## src/rtl/iir_sos_tdm.sv

```systemverilog
// iir_sos_tdm: multi-channel cascaded-biquad IIR filter (Direct Form I per section)
// built around a single time-multiplexed multiply-accumulate unit.
// Each accepted sample walks through every section: five MAC cycles, then one
// write-back cycle that shifts that channel's delay lines.
// Build option: define IIR_SOS_SAT_EN to saturate section results and y;
// otherwise results wrap (two's complement, low bits kept).
module iir_sos_tdm #(
  parameter int N_SECTIONS   = 2,
  parameter int CHANNELS     = 2,
  parameter int CH_WIDTH     = 1,
  parameter int INPUT_WIDTH  = 12,
  parameter int OUTPUT_WIDTH = 12,
  parameter int PRECISION    = 16,
  parameter int COEFF_WIDTH  = 16,
  parameter int Q            = 14
) (
  input  logic                                  clk,
  input  logic                                  rst_n,
  input  logic                                  in_valid,
  output logic                                  in_ready,
  input  logic [CH_WIDTH-1:0]                   in_ch,
  input  logic signed [INPUT_WIDTH-1:0]         x,
  input  logic [N_SECTIONS*5*COEFF_WIDTH-1:0]   packed_coeffs,
  input  logic                                  state_clr,
  output logic                                  out_valid,
  output logic [CH_WIDTH-1:0]                   out_ch,
  output logic signed [OUTPUT_WIDTH-1:0]        y,
  output logic                                  busy
);

  localparam int PROD_W = PRECISION + COEFF_WIDTH;
  localparam int ACC_W  = PRECISION + COEFF_WIDTH + 3;
  localparam int SEC_W  = (N_SECTIONS > 1) ? $clog2(N_SECTIONS) : 1;
  localparam int COEF_TOTAL = N_SECTIONS * 5 * COEFF_WIDTH;

  typedef enum logic [1:0] {S_IDLE, S_MAC, S_WB, S_OUT} state_t;

`ifdef IIR_SOS_SAT_EN
  localparam logic signed [ACC_W-1:0] PREC_MAX =
    {{(ACC_W-PRECISION+1){1'b0}}, {(PRECISION-1){1'b1}}};
  localparam logic signed [ACC_W-1:0] PREC_MIN =
    {{(ACC_W-PRECISION+1){1'b1}}, {(PRECISION-1){1'b0}}};
  localparam logic signed [PRECISION-1:0] OUT_MAX =
    {{(PRECISION-OUTPUT_WIDTH+1){1'b0}}, {(OUTPUT_WIDTH-1){1'b1}}};
  localparam logic signed [PRECISION-1:0] OUT_MIN =
    {{(PRECISION-OUTPUT_WIDTH+1){1'b1}}, {(OUTPUT_WIDTH-1){1'b0}}};

  function automatic logic signed [PRECISION-1:0] reduce_prec(
    input logic signed [ACC_W-1:0] v);
    if (v > PREC_MAX)      reduce_prec = PREC_MAX[PRECISION-1:0];
    else if (v < PREC_MIN) reduce_prec = PREC_MIN[PRECISION-1:0];
    else                   reduce_prec = v[PRECISION-1:0];
  endfunction

  function automatic logic signed [OUTPUT_WIDTH-1:0] reduce_out(
    input logic signed [PRECISION-1:0] v);
    if (v > OUT_MAX)      reduce_out = OUT_MAX[OUTPUT_WIDTH-1:0];
    else if (v < OUT_MIN) reduce_out = OUT_MIN[OUTPUT_WIDTH-1:0];
    else                  reduce_out = v[OUTPUT_WIDTH-1:0];
  endfunction
`else
  function automatic logic signed [PRECISION-1:0] reduce_prec(
    input logic signed [ACC_W-1:0] v);
    reduce_prec = v[PRECISION-1:0];
  endfunction

  function automatic logic signed [OUTPUT_WIDTH-1:0] reduce_out(
    input logic signed [PRECISION-1:0] v);
    reduce_out = v[OUTPUT_WIDTH-1:0];
  endfunction
`endif

  // control state
  state_t                state_q, state_d;
  logic [2:0]            cnt_q, cnt_d;
  logic [SEC_W-1:0]      sec_q, sec_d;
  logic [CH_WIDTH-1:0]   ch_q, ch_d;
  logic                  ch_ok_q, ch_ok_d;
  logic                  ready_q;
  logic                  out_valid_q, out_valid_d;
  logic [CH_WIDTH-1:0]   out_ch_q, out_ch_d;
  logic signed [OUTPUT_WIDTH-1:0] y_q, y_d;

  // datapath registers
  logic signed [PRECISION-1:0]    u_q, u_d;
  logic [COEF_TOTAL-1:0]          coef_q, coef_d;
  logic signed [ACC_W-1:0]        acc_q, acc_d;
  logic signed [OUTPUT_WIDTH-1:0] y_pre_q, y_pre_d;

  // per-channel, per-section delay lines
  logic signed [PRECISION-1:0] u1_q [CHANNELS][N_SECTIONS];
  logic signed [PRECISION-1:0] u2_q [CHANNELS][N_SECTIONS];
  logic signed [PRECISION-1:0] v1_q [CHANNELS][N_SECTIONS];
  logic signed [PRECISION-1:0] v2_q [CHANNELS][N_SECTIONS];
  logic signed [PRECISION-1:0] u1_d [CHANNELS][N_SECTIONS];
  logic signed [PRECISION-1:0] u2_d [CHANNELS][N_SECTIONS];
  logic signed [PRECISION-1:0] v1_d [CHANNELS][N_SECTIONS];
  logic signed [PRECISION-1:0] v2_d [CHANNELS][N_SECTIONS];

  logic [CH_WIDTH-1:0]         ch_idx;
  logic signed [PRECISION-1:0] op_data;
  logic signed [COEFF_WIDTH-1:0] op_coef;
  logic signed [PROD_W-1:0]    prod;
  logic signed [ACC_W-1:0]     term;
  logic signed [ACC_W-1:0]     acc_base;
  logic signed [ACC_W-1:0]     acc_shift;
  logic signed [PRECISION-1:0] sec_res;
  logic                        accept;

  assign in_ready  = ready_q && (state_q == S_IDLE) && !state_clr;
  assign accept    = in_valid && in_ready;
  assign busy      = (state_q != S_IDLE);
  assign out_valid = out_valid_q;
  assign out_ch    = out_ch_q;
  assign y         = y_q;

  // MAC operand select, product and section result (floor shift then reduce)
  always_comb begin
    ch_idx  = (int'(ch_q) < CHANNELS) ? ch_q : '0;
    op_data = u_q;
    case (cnt_q)
      3'd1:    op_data = u1_q[ch_idx][sec_q];
      3'd2:    op_data = u2_q[ch_idx][sec_q];
      3'd3:    op_data = v1_q[ch_idx][sec_q];
      3'd4:    op_data = v2_q[ch_idx][sec_q];
      default: op_data = u_q;
    endcase
    op_coef   = coef_q[(int'(sec_q) * 5 + int'(cnt_q)) * COEFF_WIDTH +: COEFF_WIDTH];
    prod      = op_data * op_coef;
    term      = {{(ACC_W-PROD_W){prod[PROD_W-1]}}, prod};
    acc_base  = (cnt_q == 3'd0) ? '0 : acc_q;
    acc_shift = acc_q >>> Q;
    sec_res   = reduce_prec(acc_shift);
  end

  // next-state and datapath updates for the sample sequencer
  always_comb begin
    state_d     = state_q;
    cnt_d       = cnt_q;
    sec_d       = sec_q;
    ch_d        = ch_q;
    ch_ok_d     = ch_ok_q;
    out_valid_d = 1'b0;
    out_ch_d    = out_ch_q;
    y_d         = y_q;
    u_d         = u_q;
    coef_d      = coef_q;
    acc_d       = acc_q;
    y_pre_d     = y_pre_q;
    u1_d        = u1_q;
    u2_d        = u2_q;
    v1_d        = v1_q;
    v2_d        = v2_q;
    case (state_q)
      S_IDLE: begin
        if (state_clr) begin
          for (int c = 0; c < CHANNELS; c++) begin
            for (int s = 0; s < N_SECTIONS; s++) begin
              u1_d[c][s] = '0;
              u2_d[c][s] = '0;
              v1_d[c][s] = '0;
              v2_d[c][s] = '0;
            end
          end
        end else if (accept) begin
          state_d = S_MAC;
          cnt_d   = 3'd0;
          sec_d   = '0;
          ch_d    = in_ch;
          ch_ok_d = (int'(in_ch) < CHANNELS);
          u_d     = PRECISION'(x);
          coef_d  = packed_coeffs;
        end
      end
      S_MAC: begin
        // taps 0..2 are feed-forward (add), taps 3..4 are feedback (subtract)
        acc_d = (cnt_q < 3'd3) ? (acc_base + term) : (acc_base - term);
        if (cnt_q == 3'd4) begin
          state_d = S_WB;
          cnt_d   = 3'd0;
        end else begin
          cnt_d = cnt_q + 3'd1;
        end
      end
      S_WB: begin
        // out-of-range channels run the full timing but never touch state
        if (ch_ok_q) begin
          u2_d[ch_idx][sec_q] = u1_q[ch_idx][sec_q];
          u1_d[ch_idx][sec_q] = u_q;
          v2_d[ch_idx][sec_q] = v1_q[ch_idx][sec_q];
          v1_d[ch_idx][sec_q] = sec_res;
        end
        u_d   = sec_res;
        cnt_d = 3'd0;
        if (sec_q == SEC_W'(N_SECTIONS - 1)) begin
          state_d = S_OUT;
        end else begin
          sec_d   = sec_q + SEC_W'(1);
          state_d = S_MAC;
        end
      end
      S_OUT: begin
        // first cycle narrows the final section output, second publishes it
        if (cnt_q == 3'd0) begin
          y_pre_d = reduce_out(u_q);
          cnt_d   = 3'd1;
        end else begin
          state_d = S_IDLE;
          cnt_d   = 3'd0;
          if (ch_ok_q) begin
            out_valid_d = 1'b1;
            y_d         = y_pre_q;
            out_ch_d    = ch_q;
          end
        end
      end
      default: state_d = S_IDLE;
    endcase
  end

  // control, output and delay-line registers (cleared by reset)
  always_ff @(posedge clk or negedge rst_n) begin
    if (!rst_n) begin
      state_q     <= S_IDLE;
      cnt_q       <= '0;
      sec_q       <= '0;
      ch_q        <= '0;
      ch_ok_q     <= 1'b0;
      ready_q     <= 1'b0;
      out_valid_q <= 1'b0;
      out_ch_q    <= '0;
      y_q         <= '0;
      for (int c = 0; c < CHANNELS; c++) begin
        for (int s = 0; s < N_SECTIONS; s++) begin
          u1_q[c][s] <= '0;
          u2_q[c][s] <= '0;
          v1_q[c][s] <= '0;
          v2_q[c][s] <= '0;
        end
      end
    end else begin
      state_q     <= state_d;
      cnt_q       <= cnt_d;
      sec_q       <= sec_d;
      ch_q        <= ch_d;
      ch_ok_q     <= ch_ok_d;
      ready_q     <= 1'b1;
      out_valid_q <= out_valid_d;
      out_ch_q    <= out_ch_d;
      y_q         <= y_d;
      u1_q        <= u1_d;
      u2_q        <= u2_d;
      v1_q        <= v1_d;
      v2_q        <= v2_d;
    end
  end

  // working datapath registers; always loaded before use, so no reset
  always_ff @(posedge clk) begin
    u_q     <= u_d;
    coef_q  <= coef_d;
    acc_q   <= acc_d;
    y_pre_q <= y_pre_d;
  end

endmodule

```

## config.mk

```make
export PLATFORM = sky130hd
export DESIGN_NAME = iir_sos_tdm
export DESIGN_NICKNAME = d
export VERILOG_FILES = /design/src/rtl/iir_sos_tdm.sv
export SDC_FILE = /design/constraint.sdc
export NUM_CORES = 1
export LEC_CHECK = 0
export CORE_ASPECT_RATIO = 1.2
export CORE_MARGIN = 10
export CORE_UTILIZATION = 50
export DETAILED_ROUTE_END_ITERATION = 7
export GPL_ROUTABILITY_DRIVEN = 1
export HOLD_SLACK_MARGIN = 0.02
export PLACE_DENSITY = 0.69
export SYNTH_ARGS = -nofsm -noshare
export SYNTH_HDL_FRONTEND = slang
export SYNTH_SLANG_ARGS = --single-unit
```

## constraint.sdc

```tcl
create_clock -name clk -period 13.95 [get_ports clk]
set_input_delay 2.79 -clock clk [delete_from_list [all_inputs] [get_ports clk]]
set_output_delay 2.79 -clock clk [all_outputs]
set_load 0.005 [all_outputs]
```

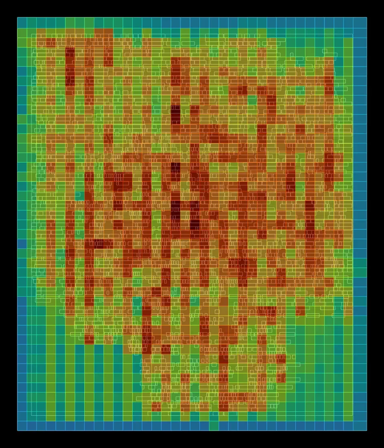
congestion_map.png
GRT met3 Usage: 0.0391
grt peak-use layer: met2

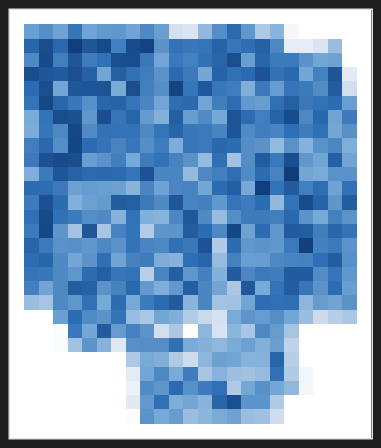
util_map.png
The die is cut into 25 by 30 equal tiles; white is low, dark blue is high, 0 to 100% covered.
The emptiest ninth of the die: bottom left. 24% of the tiles are nearly empty. The mean over all tiles is 47%. The fullest tile reaches 95%.
final core occ: 0.575
area of the core: 63400 um^2
fp util: 0.506

==> ci_impl_report.md <==
### Yosys + OpenROAD results

| Metric | Value |
|---|---|
| Placed inst area | `between 30000 and 40000 um^2` |
| Cell count in the Yosys report | `2641` |
| Post-synth regs | `a little under 500` |
| Slew HR | `0.247` |
| Setup TNS | `0 ns` |
| Hold Crit Class | `register to register` |
| HPWL after DPL | `63.4 mm` |
| Top cells, area | `dfrtp_1 (22%), edfxtp_1 (20%), fa_1 (16%), a22o_1 (7.0%), mux4_2 (6.7%)` |
| Largest cell class | `combinational gates` |
| Comb gates | `roughly 1700` |
| Worst slew pin tran | `~1.1 ns` |
| Largest net degree at the start of global routing | `142` |
| Clk slew on worst S/H paths | `0.06 ns` |
| Initial antenna violation count | `4` |
| CP Launch Point | `sec_q` |
| Worst Setup EP | `acc_q[29]` |
| Main synth FF type | `dfrtp_1` |
| CTS Root Cell | `clkbuf_16` |
| Basic Gates by Area | `0.0804` |
| Nets | `3324` |
| Number of global-route vias before repair | `23600` |
| Hold-fix buffers at CTS | `0` |
| Worst r2r path cells | `37` |
| Layout cells sized above 1 | `0.102` |
| Registers | `roughly 500` |
| Post-route ant nets | `0` |
| Setup violators final | `0` |
| # rows | `approximately 100` |
| Vertical die size | `about 300 um` |
| Status | `finished, final reports clean` |
| DRC | `0` |
| Comb. cell area | `between 15000 and 20000 um^2` |
| First-pass detailed-route iteration total | `8` |
| CTS tree | `built` |
| Crit path capture type | `register` |
| H-tree Lvls | `2` |
| Syn Inst Count | `2641` |
| Via density | `around 6` |
| Clock buffer cells | `approximately 70` |
| YS warnings | `0` |
| Avg WL per Cell | `about 24 um` |
| Log Warnings | `31` |
| Critical path type | `register to register` |
| Top Layout Cells | `inv_1 (326), dfrtp_1 (277), a22o_1 (258), fa_1 (249), edfxtp_1 (218)` |
| Top Ports | `193` |
| Post_cts resized | `0` |
| Reg2reg start | `sec_q` |
| Max FFs per register | `between 150 and 200` |
| Slowest-stage cell, CP | `dfrtp_2` |
| Postcts setup bufs | `0` |
| Synth Area per Inst | `12.2 um^2` |
| Max capacitance violation total | `0` |
| Placed insts | `3552` |
| Wire length of the first global-routing pass | `~140 mm` |
| ANT cells | `2` |
| Logic share of the area | `0.463` |
| Syn nets | `~3200` |
| CP Launch Type | `register` |
| FILL cells | `5206` |
| Final WS setup | `~2.2 ns` |
| Final GP Congestion | `0.944` |
| Hold WS | `approximately 0.48 ns` |
| Ao+oa area frac | `0.129` |
| Critical path's top delay family | `adder cells` |
| GR Util All Layers | `0.239` |
| Commonest cells in the synthesized netlist | `inv_1 (326), dfrtp_1 (279), a22o_1 (258)` |
| Final min period | `11.74 ns` |
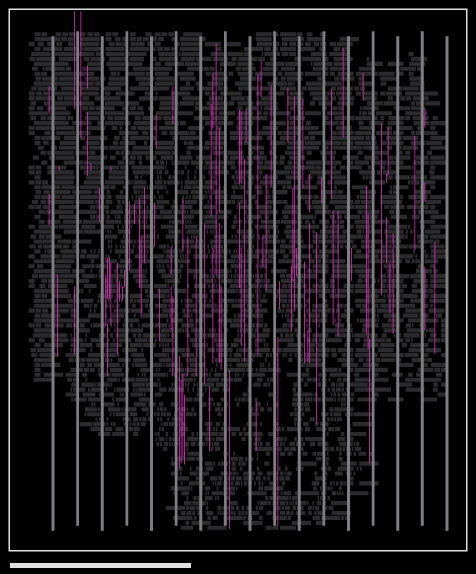
m4.png
Scale bar: 100 um. Supply wires on this layer in gray.
69 nets have wire on it. The layer carries 4180 um of wire. The layer holds 4.7% of the routed length.
Routed WL: 89.1 mm
vias post-DR: 22000

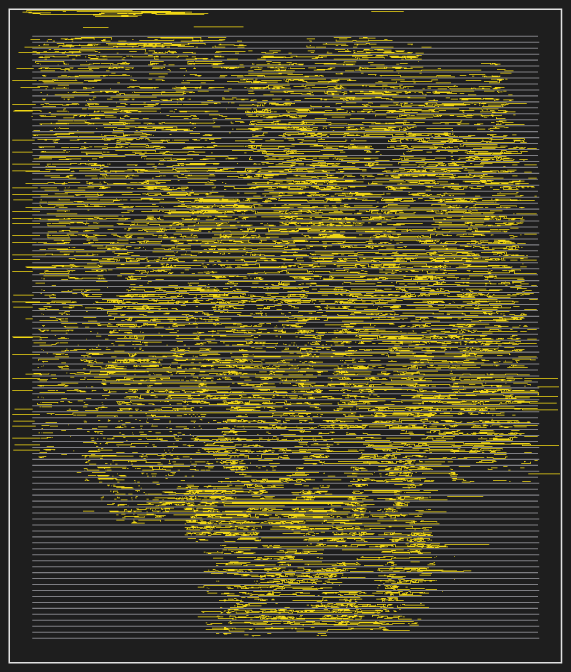
m1.png
Supply wires on this layer in gray.
The layer carries 34.5 mm of wire. The longest straight run is 129 um. The layer holds 39% of the routed length. The wires run mostly horizontal. 3132 nets have wire on it.
met1 Use GR: 0.300

[routing by layer]
metal | GRT usage | vias to the layer above | share of wire
li1 | - | 9525 | -
met1 | 0.300 | 11300 | 0.39
met2 | 0.400 | 932 | 0.50
met3 | 0.0391 | 205 | 0.070
met4 | 0.107 | 4 | 0.047
met5 | 0 | - | 0.00026
[worst min path at each step]
stage	from	to	slack, ns	cells after the start
after floorplan	y_pre_q[0]	y[0]	0.45	1
after global placement	y_pre_q[4]	y[4]	0.46	1
after detailed placement	y_pre_q[8]	y[8]	0.47	1
after CTS	y_pre_q[7]	y[7]	0.48	1
after global routing	y_pre_q[9]	y[9]	0.50	1
final	y_pre_q[7]	y[7]	0.48	1
